## config.mk

```make
export PLATFORM = sky130hd
export DESIGN_NAME = tlp_grant_dispatcher
export DESIGN_NICKNAME = d
export VERILOG_FILES = /design/src/rtl/tlp_dispatch_pkg.sv /design/src/rtl/tlp_credit_counter.sv /design/src/rtl/tlp_grant_dispatcher.sv
export SDC_FILE = /design/constraint.sdc
export NUM_CORES = 1
export LEC_CHECK = 0
export ABC_AREA = 1
export ABC_CLOCK_PERIOD_IN_PS = 2350
export CAP_MARGIN = 15
export CORE_MARGIN = 3
export CORE_UTILIZATION = 37
export CTS_CLUSTER_DIAMETER = 80
export DETAILED_ROUTE_END_ITERATION = 8
export PLACE_DENSITY = 0.82
export SETUP_SLACK_MARGIN = 0.15
export SLEW_MARGIN = 40
export SYNTH_ARGS = -nofsm -noshare
export SYNTH_HDL_FRONTEND = slang
export SYNTH_SLANG_ARGS = --single-unit
export TNS_END_PERCENT = 30
```

## constraint.sdc

```tcl
create_clock -name clk -period 2.35 [get_ports clk]
set_input_delay 0.47 -clock clk [delete_from_list [all_inputs] [get_ports clk]]
set_output_delay 0.47 -clock clk [all_outputs]
set_load 0.02 [all_outputs]
```

## src/rtl/tlp_dispatch_pkg.sv

```systemverilog
// rtl/tlp_dispatch_pkg.sv - shared encodings and sizes for the TLP grant dispatcher
package tlp_dispatch_pkg;

    localparam int NUM_CH = 4;
    localparam int ID_W   = 2;
    localparam int CRED_W = 4;

    typedef enum logic [1:0] {
        ST_IDLE  = 2'd0,
        ST_RUN   = 2'd1,
        ST_STALL = 2'd2
    } disp_state_t;

    function automatic logic [NUM_CH-1:0] ch_onehot(input logic [ID_W-1:0] id, input logic en);
        ch_onehot = en ? (NUM_CH'(1) << id) : '0;
    endfunction

endpackage

```

## src/rtl/tlp_credit_counter.sv

```systemverilog
// rtl/tlp_credit_counter.sv - downstream credit count with saturation and sticky overflow flag
module tlp_credit_counter
    import tlp_dispatch_pkg::*;
#(
    parameter int CREDITS = 4
) (
    input  logic              clk,
    input  logic              reset,
    input  logic              dec,
    input  logic              inc,
    output logic [CRED_W-1:0] count,
    output logic              zero_next,
    output logic              ovf
);

    localparam logic [CRED_W-1:0] FULL = CRED_W'(CREDITS);

    logic [CRED_W-1:0] r_count;
    logic [CRED_W-1:0] w_count_nxt;
    logic              r_ovf;
    logic              w_sat_hit;

    // A simultaneous consume and return cancel out; a return at full is dropped and flagged.
    always_comb begin
        w_count_nxt = r_count;
        w_sat_hit   = 1'b0;
        if (dec && !inc) begin
            w_count_nxt = r_count - CRED_W'(1);
        end else if (inc && !dec) begin
            if (r_count == FULL) begin
                w_sat_hit = 1'b1;
            end else begin
                w_count_nxt = r_count + CRED_W'(1);
            end
        end
    end

    always_ff @(posedge clk) begin
        if (reset) begin
            r_count <= FULL;
            r_ovf   <= 1'b0;
        end else begin
            r_count <= w_count_nxt;
            if (w_sat_hit) begin
                r_ovf <= 1'b1;
            end
        end
    end

    assign count     = r_count;
    assign zero_next = (w_count_nxt == '0);
    assign ovf       = r_ovf;

endmodule

```

## src/rtl/tlp_grant_dispatcher.sv

```systemverilog
// rtl/tlp_grant_dispatcher.sv - pops the arbiter-granted channel FIFO and forwards its head word under credit control
// Optional per-channel fire counters: TLP_DISPATCH_STATS_EN
module tlp_grant_dispatcher
    import tlp_dispatch_pkg::*;
#(
    parameter int DATA_W  = 10,
    parameter int CREDITS = 4
) (
    input  logic              clk,
    input  logic              reset,
    input  logic              valid,
    input  logic [ID_W-1:0]   out_id,
    input  logic              empty0,
    input  logic              empty1,
    input  logic              empty2,
    input  logic              empty3,
    input  logic [DATA_W-1:0] data0,
    input  logic [DATA_W-1:0] data1,
    input  logic [DATA_W-1:0] data2,
    input  logic [DATA_W-1:0] data3,
    input  logic              credit_ret,
    output logic              pop0,
    output logic              pop1,
    output logic              pop2,
    output logic              pop3,
    output logic [DATA_W-1:0] data_out,
    output logic              valid_out,
    output logic [ID_W-1:0]   id_out,
    output logic [CRED_W-1:0] credits,
    output logic              err_ovf
`ifdef TLP_DISPATCH_STATS_EN
    ,
    output logic [7:0]        cnt0,
    output logic [7:0]        cnt1,
    output logic [7:0]        cnt2,
    output logic [7:0]        cnt3
`endif
);

    if (CREDITS < 1 || CREDITS > 15) begin : g_bad_credits
        $error("CREDITS must be in 1..15");
    end

    disp_state_t       r_state;
    logic              r_valid_out;
    logic [DATA_W-1:0] r_data_out;
    logic [ID_W-1:0]   r_id_out;

    logic [NUM_CH-1:0] w_empty;
    logic [DATA_W-1:0] w_data [NUM_CH];
    logic [NUM_CH-1:0] w_pop;
    logic [CRED_W-1:0] w_credits;
    logic              w_zero_next;
    logic              w_ovf;
    logic              w_fire;

    assign w_empty   = {empty3, empty2, empty1, empty0};
    assign w_data[0] = data0;
    assign w_data[1] = data1;
    assign w_data[2] = data2;
    assign w_data[3] = data3;

    // Gating by reset here keeps the FIFOs untouched in the cycle reset is sampled.
    assign w_fire = !reset && (r_state == ST_RUN) && valid
                    && !w_empty[out_id] && (w_credits != '0);
    assign w_pop  = ch_onehot(out_id, w_fire);

    assign pop0 = w_pop[0];
    assign pop1 = w_pop[1];
    assign pop2 = w_pop[2];
    assign pop3 = w_pop[3];

    tlp_credit_counter #(
        .CREDITS (CREDITS)
    ) u_credit (
        .clk       (clk),
        .reset     (reset),
        .dec       (w_fire),
        .inc       (credit_ret),
        .count     (w_credits),
        .zero_next (w_zero_next),
        .ovf       (w_ovf)
    );

    always_ff @(posedge clk) begin
        if (reset) begin
            r_state     <= ST_IDLE;
            r_valid_out <= 1'b0;
            r_data_out  <= '0;
            r_id_out    <= '0;
        end else begin
            r_valid_out <= w_fire;
            if (w_fire) begin
                r_data_out <= w_data[out_id];
                r_id_out   <= out_id;
            end
            case (r_state)
                ST_IDLE:  r_state <= ST_RUN;
                ST_RUN:   if (w_zero_next) r_state <= ST_STALL;
                ST_STALL: if (w_credits != '0) r_state <= ST_RUN;
                default:  r_state <= ST_IDLE;
            endcase
        end
    end

    assign valid_out = r_valid_out;
    assign data_out  = r_data_out;
    assign id_out    = r_id_out;
    assign credits   = w_credits;
    assign err_ovf   = w_ovf;

`ifdef TLP_DISPATCH_STATS_EN
    logic [7:0] r_cnt [NUM_CH];

    // Counters wrap naturally at 8 bits.
    always_ff @(posedge clk) begin
        if (reset) begin
            for (int i = 0; i < NUM_CH; i++) begin
                r_cnt[i] <= '0;
            end
        end else begin
            for (int i = 0; i < NUM_CH; i++) begin
                if (w_pop[i]) begin
                    r_cnt[i] <= r_cnt[i] + 8'd1;
                end
            end
        end
    end

    assign cnt0 = r_cnt[0];
    assign cnt1 = r_cnt[1];
    assign cnt2 = r_cnt[2];
    assign cnt3 = r_cnt[3];
`endif

endmodule

```

Fig. 1: routing congestion
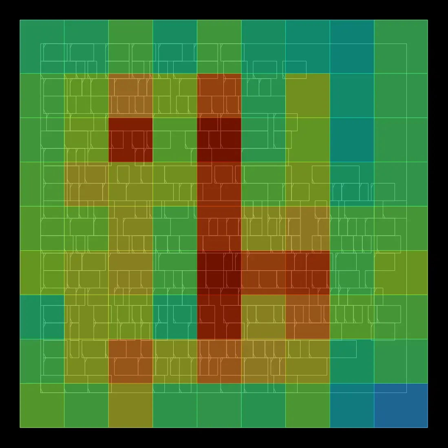
Util after Layout: 67.8%
most used routing layer: met2
GRT met1 Usage: 22.1%
global-route met2 utilization: 32.7%

Fig. 2: signal wires on met2
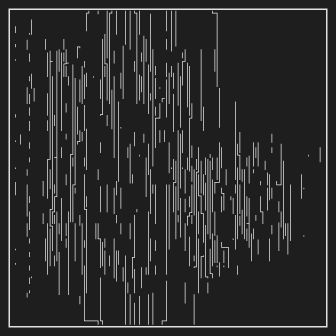
- share of all routed wire: 47%
- main direction: vertical
- longest straight run: 29.2 um
total number of vias: 1,480
WL final: 3710 um

Fig. 3: cell density map
The bar under the picture is 20 um long. The die is cut into 6 by 6 equal tiles; black is low, pale yellow is high, 0 to 100% covered.
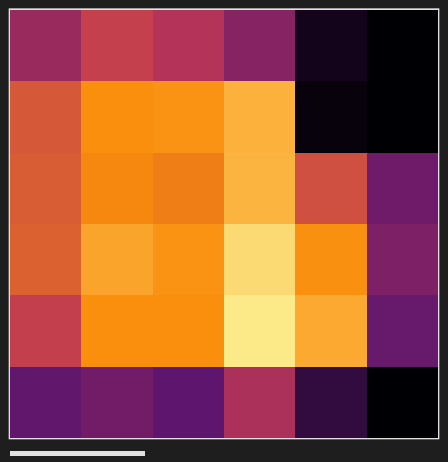
- densest ninth of the die: centre
- emptiest ninth of the die: north-east
- mean over tiles: 51%
- tiles over 75% full: 33%
- fullest tile: 96%
- nearly empty tiles: 8.3%
core area: 0.00310 mm2
fp_density: 39.5%

Fig. 4: routed metal per tile
The bar under the picture is 20 um long. The die is cut into 13 by 13 equal tiles; black is low, pale yellow is high, scaled to the fullest tile. Values are wire area over tile area, all layers added.
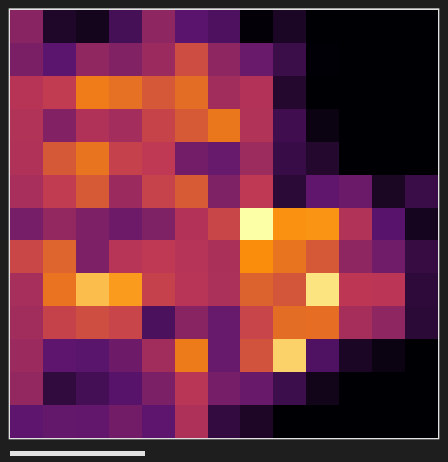
- nearly empty tiles: 17%
- emptiest ninth of the die: north-east
- mean over tiles: 0.15
- fullest tile: 0.45
Avg WL per Cell: 12.2 um
Total GRT Usage: 19.3%

cell families after synthesis:
group	Yosys count	share of synthesized area, %
AND-OR/OR-AND	39	19.6
buffers and inverters	25	8.78
adder cells (fa/ha/maj)	2	2.04
AND/OR/NAND/NOR	88	34.7
flip-flops	20	32.7
XOR/XNOR	3	2.15
timing repair:
| action | CTS | global route |
|---|---|---|
| setup endpoints to repair | 4 | 4 |
| hold endpoints to repair | 0 | 0 |
| pin swaps | 1 | 0 |
| gates resized | 13 | 3 |
stage by stage:
step / total power, mW / setup WS [ps] / utilization [%]
final: 1.14 / 113 / 67.8
after global routing: 1.22 / 31.8 / 67.8
after CTS: 1.14 / 79.2 / 67.9
after detailed placement: 0.869 / -458 / 66.7
after global placement: 0.860 / -409 / 66.7
after floorplan: 0.652 / 167 / -
==> flow_summary.yaml <==
# physical design summary
worst_setup_path:
  critPathArrivalTime_ps: 1770
  critPathTopFamily: "buffers and inverters"
  worstSetupPathType: "primary input to primary output"
  cp.required_ps: 1880
  reg2regPathDepth: 14
  r2r_start: "u_credit.count[0]$_SDFF_PP0_"
  slowest_delay_ps: 440
  critPathCapture: "pop3"
  crit_buf_inv: 3
  cp_max_fo: 5
  reg2reg_setup_slack_ps: 420
  endpoint_kind: "primary output"
yosys:
  yosysSeqAreaShare_pct: 32.7
  async_reset_ff_share_pct: 0
  synth_cells: 177
  most_common_cell: "nand2_1"
  top_cells_by_count: "nand2_1, nand3_1, dfxtp_1"
  ys_cells: 177
  synth_cell_types: 26
  syn_nets: 229
  synth_chip_area_mm2: 0.00122
  synth-warning-count: 0
placement:
  portBuffers: 71
floorplanning:
  die_h_um: 63.5
  die_w_um: 63.5
layout:
  flops: 20
  final-nonclk-buf-share_pct: 38.6
  fillerInstances: 281
  final_cell_mix: "clkdlybuf4s50_1, nand2_1, nand3_1, dfxtp_1, buf_4"
  layoutNonFillerInstCount: 304
  flop_area_um2: 400
  n_antenna_cell: 0
  n_all_buffers: 87
  fin_area_mm2: 0.00210
  largest_reg_flops: 10
  syn_to_final_growth_pct: 71.8
  clk_share_pct: 2.50
timing:
  grt_setup_unrepaired: "yes"
  hold_ws_ps: 458
  fin_crit_ps: 2240
  tns_ps: 0
power:
  power_clock_mw: 0.278
  clockPowerShare_pct: 24.4
  seqPwrFrac_pct: 33.7
  p_per_area_mw_per_mm2: 541
  comb_power_share_pct: 41.9
clock_tree:
  cts_setup_buffers: 0
  clk_latency_ps: 300
  cts.clk_slew.worst_paths_ps: 120
route:
  vias_per_cell: 4.87
  dr_wl_met2_um: 1730
  drtPass1Iterations: 4
  highest_layer: "met4"
  drtAntennaViolNets: 0
  initialDrtViolationCount: 91
global_routing:
  use_met3_pct: 6.24
  grt_max_degree: 25
worst_hold_path:
  holdPathEnd: "r_state[1]$_SDFFE_PP0P_"
  holdPathStages: 1
status:
  status: "finished, final reports clean"
Power and IR drop assume default switching activity.
